File: src/rtl/mem_bus_arbiter.sv
// Shares one single-port memory bus between instruction fetch and the MEM stage.
// Build option ARB_ROUND_ROBIN_EN: ties alternate via last_grant instead of fixed MEM-over-IF priority.
module mem_bus_arbiter #(
    parameter int ADDR_W = 32,
    parameter int DATA_W = 32,
    parameter int SEL_W  = DATA_W / 8
) (
    input  logic              clk,
    input  logic              rst_n,
    input  logic              if_req,
    input  logic [ADDR_W-1:0] if_addr,
    output logic [DATA_W-1:0] if_rdata,
    output logic              if_done,
    input  logic              mem_req,
    input  logic              mem_we,
    input  logic [ADDR_W-1:0] mem_addr,
    input  logic [DATA_W-1:0] mem_wdata,
    input  logic [SEL_W-1:0]  mem_sel,
    output logic [DATA_W-1:0] mem_rdata,
    output logic              mem_done,
    output logic              bus_req,
    output logic              bus_we,
    output logic [ADDR_W-1:0] bus_addr,
    output logic [DATA_W-1:0] bus_wdata,
    output logic [SEL_W-1:0]  bus_sel,
    input  logic              bus_ack,
    input  logic [DATA_W-1:0] bus_rdata,
    output logic              stall_req_if,
    output logic              stall_req_mem
);

    typedef enum logic [1:0] {IDLE, IF_BUSY, MEM_BUSY, RESP} state_t;
    typedef enum logic {GRANT_IF = 1'b0, GRANT_MEM = 1'b1} grant_t;

    state_t              state, state_d;
    grant_t              last_grant, last_grant_d;
    logic                bus_req_d, bus_we_d;
    logic [ADDR_W-1:0]   bus_addr_d;
    logic [DATA_W-1:0]   bus_wdata_d;
    logic [SEL_W-1:0]    bus_sel_d;
    logic [DATA_W-1:0]   if_rdata_d, mem_rdata_d;
    logic                if_done_d, mem_done_d;
    logic                grant_any, grant_mem;

    function automatic logic [ADDR_W-1:0] word_align(input logic [ADDR_W-1:0] a);
        return {a[ADDR_W-1:2], 2'b00};
    endfunction

    always_comb begin : arbitrate
        grant_any = if_req | mem_req;
`ifdef ARB_ROUND_ROBIN_EN
        if (if_req && mem_req) begin
            grant_mem = (last_grant == GRANT_IF);
        end else begin
            grant_mem = mem_req;
        end
`else
        grant_mem = mem_req;
`endif
    end

    // Bus handshake: bus_req and the bus_* qualifiers are raised one cycle after the
    // grant, stay frozen until bus_ack is sampled high, and bus_ack is ignored otherwise.
    always_comb begin : next_state
        state_d      = state;
        last_grant_d = last_grant;
        bus_req_d    = bus_req;
        bus_we_d     = bus_we;
        bus_addr_d   = bus_addr;
        bus_wdata_d  = bus_wdata;
        bus_sel_d    = bus_sel;
        if_rdata_d   = if_rdata;
        mem_rdata_d  = mem_rdata;
        if_done_d    = 1'b0;
        mem_done_d   = 1'b0;
        case (state)
            IDLE: begin
                if (grant_any) begin
                    bus_req_d = 1'b1;
                    if (grant_mem) begin
                        state_d      = MEM_BUSY;
                        last_grant_d = GRANT_MEM;
                        bus_we_d     = mem_we;
                        bus_addr_d   = word_align(mem_addr);
                        bus_wdata_d  = mem_wdata;
                        bus_sel_d    = mem_sel;
                    end else begin
                        state_d      = IF_BUSY;
                        last_grant_d = GRANT_IF;
                        bus_we_d     = 1'b0;
                        bus_addr_d   = word_align(if_addr);
                        bus_wdata_d  = '0;
                        bus_sel_d    = '1;
                    end
                end
            end
            IF_BUSY: begin
                if (bus_ack) begin
                    if_rdata_d = bus_rdata;
                    if_done_d  = 1'b1;
                    bus_req_d  = 1'b0;
                    bus_we_d   = 1'b0;
                    bus_sel_d  = '0;
                    state_d    = RESP;
                end
            end
            MEM_BUSY: begin
                if (bus_ack) begin
                    if (!bus_we) begin
                        mem_rdata_d = bus_rdata;
                    end
                    mem_done_d = 1'b1;
                    bus_req_d  = 1'b0;
                    bus_we_d   = 1'b0;
                    bus_sel_d  = '0;
                    state_d    = RESP;
                end
            end
            RESP: begin
                // Turnaround cycle: the finished requester drops or renews here.
                state_d = IDLE;
            end
            default: begin
                state_d = IDLE;
            end
        endcase
    end

    always_ff @(posedge clk or negedge rst_n) begin
        if (!rst_n) begin
            state      <= IDLE;
            last_grant <= GRANT_IF;
            bus_req    <= 1'b0;
            bus_we     <= 1'b0;
            bus_addr   <= '0;
            bus_wdata  <= '0;
            bus_sel    <= '0;
            if_rdata   <= '0;
            mem_rdata  <= '0;
            if_done    <= 1'b0;
            mem_done   <= 1'b0;
        end else begin
            state      <= state_d;
            last_grant <= last_grant_d;
            bus_req    <= bus_req_d;
            bus_we     <= bus_we_d;
            bus_addr   <= bus_addr_d;
            bus_wdata  <= bus_wdata_d;
            bus_sel    <= bus_sel_d;
            if_rdata   <= if_rdata_d;
            mem_rdata  <= mem_rdata_d;
            if_done    <= if_done_d;
            mem_done   <= mem_done_d;
        end
    end

    // Built from the registered done pulses, so ctrl never sees a combinational loop.
    assign stall_req_if  = if_req & ~if_done;
    assign stall_req_mem = mem_req & ~mem_done;

endmodule

File: config.mk
export PLATFORM = sky130hd
export DESIGN_NAME = mem_bus_arbiter
export DESIGN_NICKNAME = d
export VERILOG_FILES = /design/src/rtl/mem_bus_arbiter.sv
export SDC_FILE = /design/constraint.sdc
export NUM_CORES = 1
export LEC_CHECK = 0
export ABC_AREA = 1
export CORE_MARGIN = 5
export CORE_UTILIZATION = 38
export DETAILED_ROUTE_END_ITERATION = 6
export PLACE_DENSITY = 0.82
export SYNTH_ARGS = -nofsm -noshare
export SYNTH_HDL_FRONTEND = slang
export SYNTH_SLANG_ARGS = --single-unit
File: constraint.sdc
create_clock -name clk -period 1.6 [get_ports clk]
set_input_delay 0.4 -clock clk [delete_from_list [all_inputs] [get_ports clk]]
set_output_delay 0.4 -clock clk [all_outputs]
set_load 0.05 [all_outputs]
==> run_1/m1.png <==
Scale: 3 px per micron. Cells faint in the background.
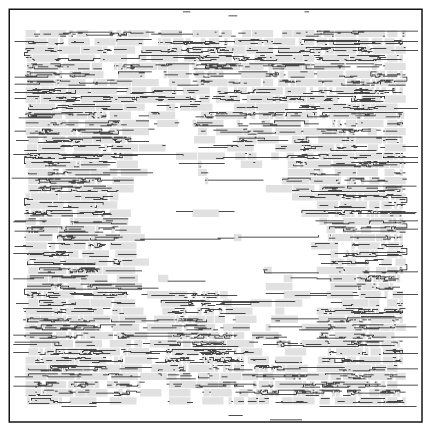
main direction: horizontal
longest straight run: 41.4 microns

==> run_1/m2.png <==
Scale: 3 px per micron.
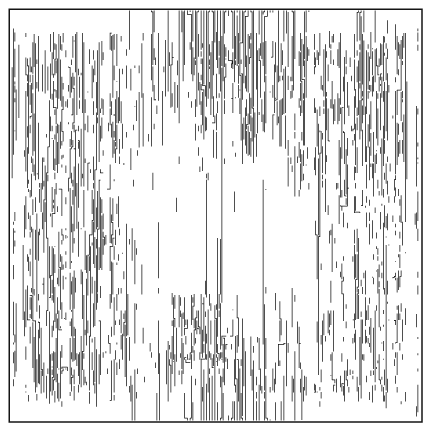
longest straight run: 78.2 microns
nets with wire on the layer: 910
wire length on this layer: 9,780 microns

==> run_1/m3.png <==
Scale: 2 px per micron. Cells faint in the background.
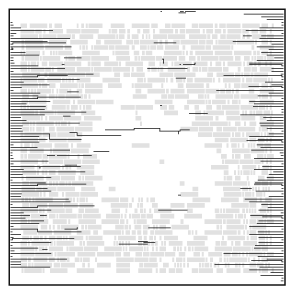
longest straight run: 41.2 microns
nets with wire on the layer: 209
wire length on this layer: 2,640 microns

==> run_1/m4.png <==
Scale: 2 px per micron. Cells faint in the background.
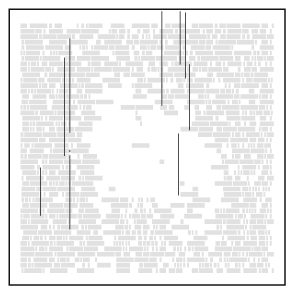
main direction: vertical
nets with wire on the layer: 7

==> results.toml, run 1 <==
# flow metrics
[run_status]
outcome = "finished clean"

[finish]
lay_top_count = "sky130_fd_sc_hd__nand2_1"
n_all_inverters = 107
n_all_buffers = 296
most-common-layout-cells = "203 x sky130_fd_sc_hd__nand2_1, 143 x sky130_fd_sc_hd__buf_12, 136 x sky130_fd_sc_hd__dfrtp_1"
final_cell_count_no_fill = 1177
diodes = 0
layout.nonclk_buf_frac = 0.393
biggestCellCategory = "buffers"
seq-cell-share = 0.307
finalNetCount = 1093
final_cell_area_sq_um = 11100
logic_area_sq_um = 2060
final_core_utilization = 0.697
drive_gt1_frac = 0.289
n_fill_cell = 1082

[die]
floorplan.die.height_microns = 137
die-area_sq_um = 18800
design.core.area_sq_um = 15900
floorplan.initialDensity = 0.386
die_w_microns = 137
rows = 46

[clock_network]
clock_tree_from_tritoncts = "done"
post-cts-setup-buffer-count = 0
cts-buffers-inserted = 17
h_tree_levels = 4
ctsRootBufferMaster = "sky130_fd_sc_hd__clkbuf_16"
cts.repair.resized = 3
numClockSinks = 136

[critical_path]
worstPathRequired_ns = 1.20
critPathMaxFanout = 2
timing.critical_path.arrival_ns = 1.14
cp_slowest_cell = "sky130_fd_sc_hd__dfrtp_1"
worst-path-buf-inv = 1
worst_path_dominant_cell_family = "flip-flops"
r2r_slack_ns = 0.08
path_depth = 2
critical_path_class = "flop to primary output"
critical_path.reg2reg.endpoint = "bus_addr[17]"
cp-start-kind = "flop"
ff2ff_path_depth = 6

[grt]
grt_pass1_vias = 5798
global_route.usage.total = 0.212
grt_pass1_wl_microns = 30500
grt_start_max_net_pins = 65
gr-total-overflow = 0

[power]
comb_power_mw = 16.5
switchingPower_mw = 12.1
leading_power_group = "combinational logic"
vdd.ir_drop.worst_mv = 1.51
power.clock.total_mw = 3.92
seqPwrFrac = 0.247
pwr-share-comb = 0.608
switching_share = 0.448
total_power_after_layout_mw = 27.1
power.density_nw_per_um2 = 2440

[yosys]
post_synth_instance_area_sq_um = 6140
postSynth.asyncResetShare = 1.00
synth.yosys.num_cells = 676
postSynthRegisterBits = 136
post-synth-top-area-cell = "sky130_fd_sc_hd__dfrtp_1"
netlist_top_cells_count = "205 x sky130_fd_sc_hd__nand2_1, 136 x sky130_fd_sc_hd__dfrtp_1, 106 x sky130_fd_sc_hd__inv_1"
ff_type = "sky130_fd_sc_hd__dfrtp_1"
ys_seq_share = 0.554
most_common_cell = "sky130_fd_sc_hd__nand2_1"

[detailed_routing]
drt_pass1_iterations = 4
vias = 5513
route.final.wire_length_microns = 20000
residual_drc_count = 0
route.detailed.vias_per_inst = 4.68
drt_iter0_markers = 179
drt-wirelength-per-cell_microns = 17.0

[sta]
fmaxAchievable_ghz = 0.650
finClkSkew_ns = 0.00873
min_period_over_period = 0.961
report.final.setup_viol = 0
final_period_minus_worst_setup_slack_ns = 1.54
hold_viol_final = 0

[placed_design]
place.detailed.instances = 1145
gpl_wtd_cong = 0.764
-- run 1: sequential cells by signal, summed over array words and instances, names as in the netlist --
signal / flops
bus_addr: 30
bus_req: 1
bus_sel: 4
bus_wdata: 32
bus_we: 1
if_done: 1
if_rdata: 32
mem_done: 1
mem_rdata: 32
state: 2
-- run 1: logic make-up after synthesis --
group,after synthesis,share of synthesized area
flip-flops,136,0.554
other,1,0.000611
AND/OR/NAND/NOR,251,0.164
AND-OR/OR-AND,134,0.154
buffers and inverters,149,0.116
adder cells (fa/ha/maj),5,0.0102
-- run 1: metal layers --
layer,GRT usage,vias up,routed length (microns)
met4,0.0649,2,326
met2,0.360,246,9780
li1,-,2633,-
met3,0.106,23,2640
met1,0.234,2609,7250
met5,0,-,11
==> run 2: changes to the inputs <==
--- a/config.mk
+++ b/config.mk
@@ -6,10 +6,12 @@
 export NUM_CORES = 1
 export LEC_CHECK = 0
 export ABC_AREA = 1
+export CORE_ASPECT_RATIO = 0.75
 export CORE_MARGIN = 5
 export CORE_UTILIZATION = 38
 export DETAILED_ROUTE_END_ITERATION = 6
 export PLACE_DENSITY = 0.82
+export SLEW_MARGIN = 15
 export SYNTH_ARGS = -nofsm -noshare
 export SYNTH_HDL_FRONTEND = slang
 export SYNTH_SLANG_ARGS = --single-unit
==> run_2/m4.png <==
Scale: 2 px per micron. Cells faint in the background.
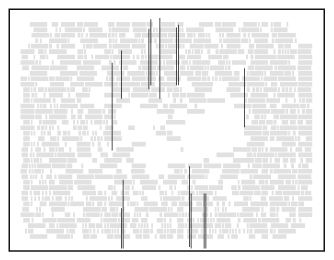
share of all routed wire: 2.3%
main direction: vertical
wire length on this layer: 433 microns
nets with wire on the layer: 13

==> run 2 against run 1 <==
Worst hold slack worse by 0.12 ns. First-iteration DRC count increased by 54%. Cell count is 0.17% lower. Critical endpoint unchanged.
==> results.toml, run 2 <==
# flow metrics
[power]
vdd.ir_drop.worst_mv = 1.39
switching_share = 0.439
pwr-share-comb = 0.598
total_power_after_layout_mw = 27.7
seqPwrFrac = 0.242
power.density_nw_per_um2 = 2470

[grt]
gr-total-overflow = 0
global_route.usage.total = 0.198
grt_pass1_vias = 5626
grt_pass1_wl_microns = 29400
grt_start_max_net_pins = 65

[critical_path]
cp_slowest_cell = "sky130_fd_sc_hd__dfrtp_1"
r2r_slack_ns = 0.09
worstPathRequired_ns = 1.20
critical_path_class = "flop to primary output"
cp-start-kind = "flop"
worst-path-buf-inv = 1
critical_path.reg2reg.endpoint = "mem_rdata[18]"
timing.critical_path.arrival_ns = 1.13
critPathMaxFanout = 2
path_depth = 2
worst_path_dominant_cell_family = "flip-flops"

[die]
die-area_sq_um = 18800
floorplan.die.height_microns = 120
floorplan.initialDensity = 0.386
rows = 40
die_w_microns = 157
design.core.area_sq_um = 15900

[sta]
fmaxAchievable_ghz = 0.653
min_period_over_period = 0.957
hold_viol_final = 0
final_period_minus_worst_setup_slack_ns = 1.53

[finish]
diodes = 0
final_core_utilization = 0.704
lay_top_count = "sky130_fd_sc_hd__nand2_1"
drive_gt1_frac = 0.290
final_cell_count_no_fill = 1175
finalNetCount = 1096
most-common-layout-cells = "204 x sky130_fd_sc_hd__nand2_1, 142 x sky130_fd_sc_hd__buf_12, 136 x sky130_fd_sc_hd__dfrtp_1"

[yosys]
post_synth_instance_area_sq_um = 6140
ys_sh_adder = 0.0102
synth.yosys.num_cells = 676
yosys-dominant-comb-family = "simple AND/OR/NAND/NOR gates"
netlist_top_cells_count = "205 x sky130_fd_sc_hd__nand2_1, 136 x sky130_fd_sc_hd__dfrtp_1, 106 x sky130_fd_sc_hd__inv_1"
xor_xnor_fraction_of_synth_area = 0
postSynth.asyncResetShare = 1.00
ys_sh_simple = 0.164
post-synth-top-area-cell = "sky130_fd_sc_hd__dfrtp_1"
ff_type = "sky130_fd_sc_hd__dfrtp_1"

[clock_network]
clock_tree_from_tritoncts = "done"
h_tree_levels = 4
ctsRootBufferMaster = "sky130_fd_sc_hd__clkbuf_16"
numClockSinks = 136
cts.repair.resized = 5
post-cts-setup-buffer-count = 0
cts-buffers-inserted = 17

[detailed_routing]
route.final.wire_length_microns = 19100
residual_drc_count = 0
drt_pass1_iterations = 4
route.detailed.vias_per_inst = 4.68
drt-wirelength-per-cell_microns = 16.2
drt_iter0_markers = 275
vias = 5494

[run_status]
outcome = "finished clean"
==> run_2/m1.png <==
Scale: 2 px per micron. Cells faint in the background.
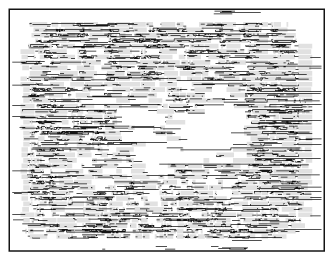
share of all routed wire: 41%
wire length on this layer: 7,730 microns
longest straight run: 51.5 microns

run 2: power by group through the flow:
stage | registers (mW) | clock network (mW) | logic [mW]
2_1_floorplan | 11.1 | 0 | 3.46
3_3_place_gp | 6.66 | 0 | 16.2
3_5_place_dp | 6.75 | 0 | 16.5
4_1_cts | 6.73 | 4.50 | 16.6
5_1_grt | 6.93 | 4.65 | 17.3
6_report | 6.71 | 4.42 | 16.6
run 2: layout make-up:
cell class | count | area [sq um]
fillers | 1126 | 4710
repair buffers | 299 | 4410
flip-flops and latches | 136 | 3400
multi-input cells | 392 | 2070
clock buffers | 19 | 453
inverters | 107 | 402
well taps | 210 | 263
clock inverters | 12 | 213
run 2: routing by layer:
layer	wire, microns	GRT usage
met5	0	0
met4	433	0.0672
met1	7730	0.243
met3	1520	0.0634
met2	9400	0.329
==> run_2/m2.png <==
Scale: 3 px per micron.
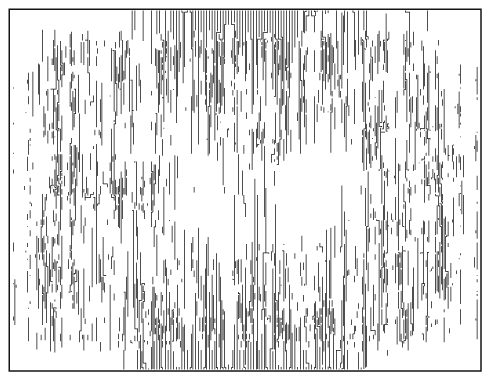

==> run 3: changes to the inputs <==
--- a/config.mk
+++ b/config.mk
@@ -6,11 +6,13 @@
 export NUM_CORES = 1
 export LEC_CHECK = 0
 export ABC_AREA = 1
+export CELL_PAD_IN_SITES_DETAIL_PLACEMENT = 0
+export CELL_PAD_IN_SITES_GLOBAL_PLACEMENT = 1
 export CORE_ASPECT_RATIO = 0.75
-export CORE_MARGIN = 5
-export CORE_UTILIZATION = 38
+export CORE_MARGIN = 2
+export CORE_UTILIZATION = 27
 export DETAILED_ROUTE_END_ITERATION = 6
-export PLACE_DENSITY = 0.82
+export PLACE_DENSITY = 0.81
 export SLEW_MARGIN = 15
 export SYNTH_ARGS = -nofsm -noshare
 export SYNTH_HDL_FRONTEND = slang
==> run_3/m2.png <==
Scale: 3 px per micron.
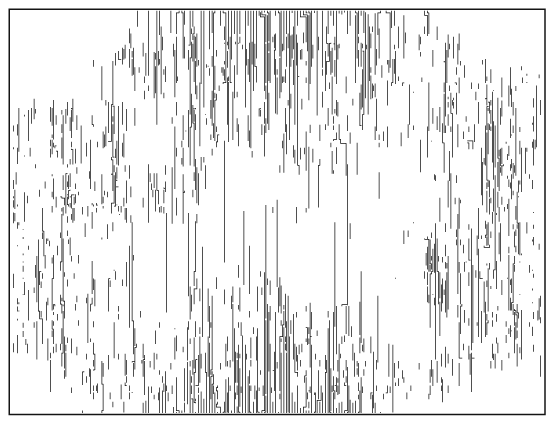
longest straight run: 46.9 microns
wire length on this layer: 8,220 microns
main direction: vertical

==> run_3/congestion_map.png <==
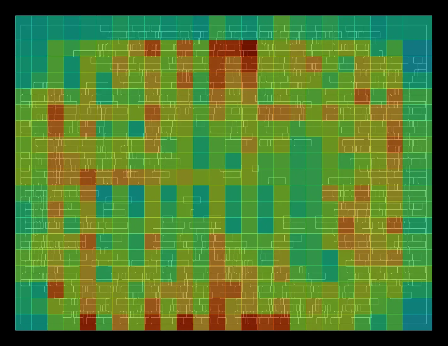
Total GRT Usage: 0.158
met2 Usage GRT: 0.240
global routing met3 resource utilization: 0.0515
average wire per standard cell: 14.5 microns
most used routing layer: met2

==> run 3 against run 2 <==
Register-to-register slack better by 0.03 ns. Die area increased by 27%. Synthesized cell count did not move. Combinational power barely moved. Worst hold slack better by 0.054 ns. Critical endpoint unchanged.
==> results.toml, run 3 <==
# flow metrics
[sta]
final_period_minus_worst_setup_slack_ns = 1.53
hold_viol_final = 0
min_period_over_period = 0.954
grt_setup_unrepaired = "no"
finClkSkew_ns = 0.00941
fmaxAchievable_ghz = 0.655
report.final.setup_viol = 0

[finish]
multi_input_comb_cells = 393
reg.largest.list = "bus_wdata: 32 flops, if_rdata: 32 flops, mem_rdata: 32 flops"
final_cell_area_sq_um = 11200
clock_network_area_share = 0.0525
n_sequential_cell = 136
area.share.combinational = 0.183
biggestCellCategory = "buffers"
drive_gt1_frac = 0.292
lay_top_count = "sky130_fd_sc_hd__nand2_1"
n_all_buffers = 300
finalNetCount = 1098
final_cell_count_no_fill = 1262
diodes = 0
nClkBuffers = 17
sequential_cell_area_sq_um = 3400
final_core_utilization = 0.507
layout.nonclk_buf_frac = 0.393
seq-cell-share = 0.303
most-common-layout-cells = "204 x sky130_fd_sc_hd__nand2_1, 144 x sky130_fd_sc_hd__buf_12, 136 x sky130_fd_sc_hd__dfrtp_1"
n_all_inverters = 107

[yosys]
most_common_cell = "sky130_fd_sc_hd__nand2_1"
post_synth_instance_area_sq_um = 6140
post-synth-top-area-cell = "sky130_fd_sc_hd__dfrtp_1"
ys_seq_share = 0.554
netlist_top_cells_count = "205 x sky130_fd_sc_hd__nand2_1, 136 x sky130_fd_sc_hd__dfrtp_1, 106 x sky130_fd_sc_hd__inv_1"
synth.yosys.num_cells = 676
postSynthRegisterBits = 136
postSynth.asyncResetShare = 1.00
ff_type = "sky130_fd_sc_hd__dfrtp_1"

[critical_path]
critPathMaxFanout = 2
cp_slowest_cell = "sky130_fd_sc_hd__dfrtp_1"
timing.critical_path.arrival_ns = 1.13
critical_path_class = "flop to primary output"
ff2ff_path_depth = 5
critical_path.reg2reg.endpoint = "bus_addr[31]"
cp-start-kind = "flop"
worst-path-buf-inv = 1
path_depth = 2
worst_path_dominant_cell_family = "flip-flops"
worstPathRequired_ns = 1.20
r2r_slack_ns = 0.12

[die]
rows = 47
die_w_microns = 178
floorplan.die.height_microns = 135
die-area_sq_um = 24000
floorplan.tapcells = 294
floorplan.initialDensity = 0.277
design.core.area_sq_um = 22200

[clock_network]
cts-buffers-inserted = 17
h_tree_levels = 4
numClockSinks = 136
cts.repair.resized = 2
clock_tree_from_tritoncts = "done"
post-cts-setup-buffer-count = 0

[power]
leading_power_group = "combinational logic"
power.clock.total_mw = 3.99
seqPwrFrac = 0.246
power.density_nw_per_um2 = 2420
comb_power_mw = 16.5
total_power_after_layout_mw = 27.2
switchingPower_mw = 12.2
vdd.ir_drop.worst_mv = 1.07
switching_share = 0.447
pwr-share-comb = 0.608

[detailed_routing]
drt_pass1_iterations = 4
drt_iter0_markers = 286
route.final.wire_length_microns = 18300
route.detailed.vias_per_inst = 4.21
vias = 5309

[run_status]
outcome = "finished clean"

[grt]
gr-total-overflow = 0
grt_pass1_wl_microns = 29400
grt_pass1_vias = 5439

[placed_design]
gpl_wtd_cong = 0.756
place.detailed.instances = 1226
## run 3: cell counts after synthesis
Identical to the previous run, type by type.
## run 3: routing by layer
layer / up-vias / part of all wire / global-route usage / wire (microns)
met5: - / 0 / 0 / 0
met4: 0 / 0.023 / 0.0597 / 413
li1: 2650 / - / - / -
met2: 181 / 0.45 / 0.240 / 8220
met3: 26 / 0.081 / 0.0515 / 1490
met1: 2452 / 0.45 / 0.210 / 8190
## run 3: cell families after synthesis
family          Yosys count  share of synthesized area
simple gates            251                      0.164
fa+ha+maj                 5                     0.0102
buf+inv                 149                      0.116
compound gates          134                      0.154
flops                   136                      0.554
other cells               1                   0.000611
No activity file was given, so power comes from the tool's default toggle rates.
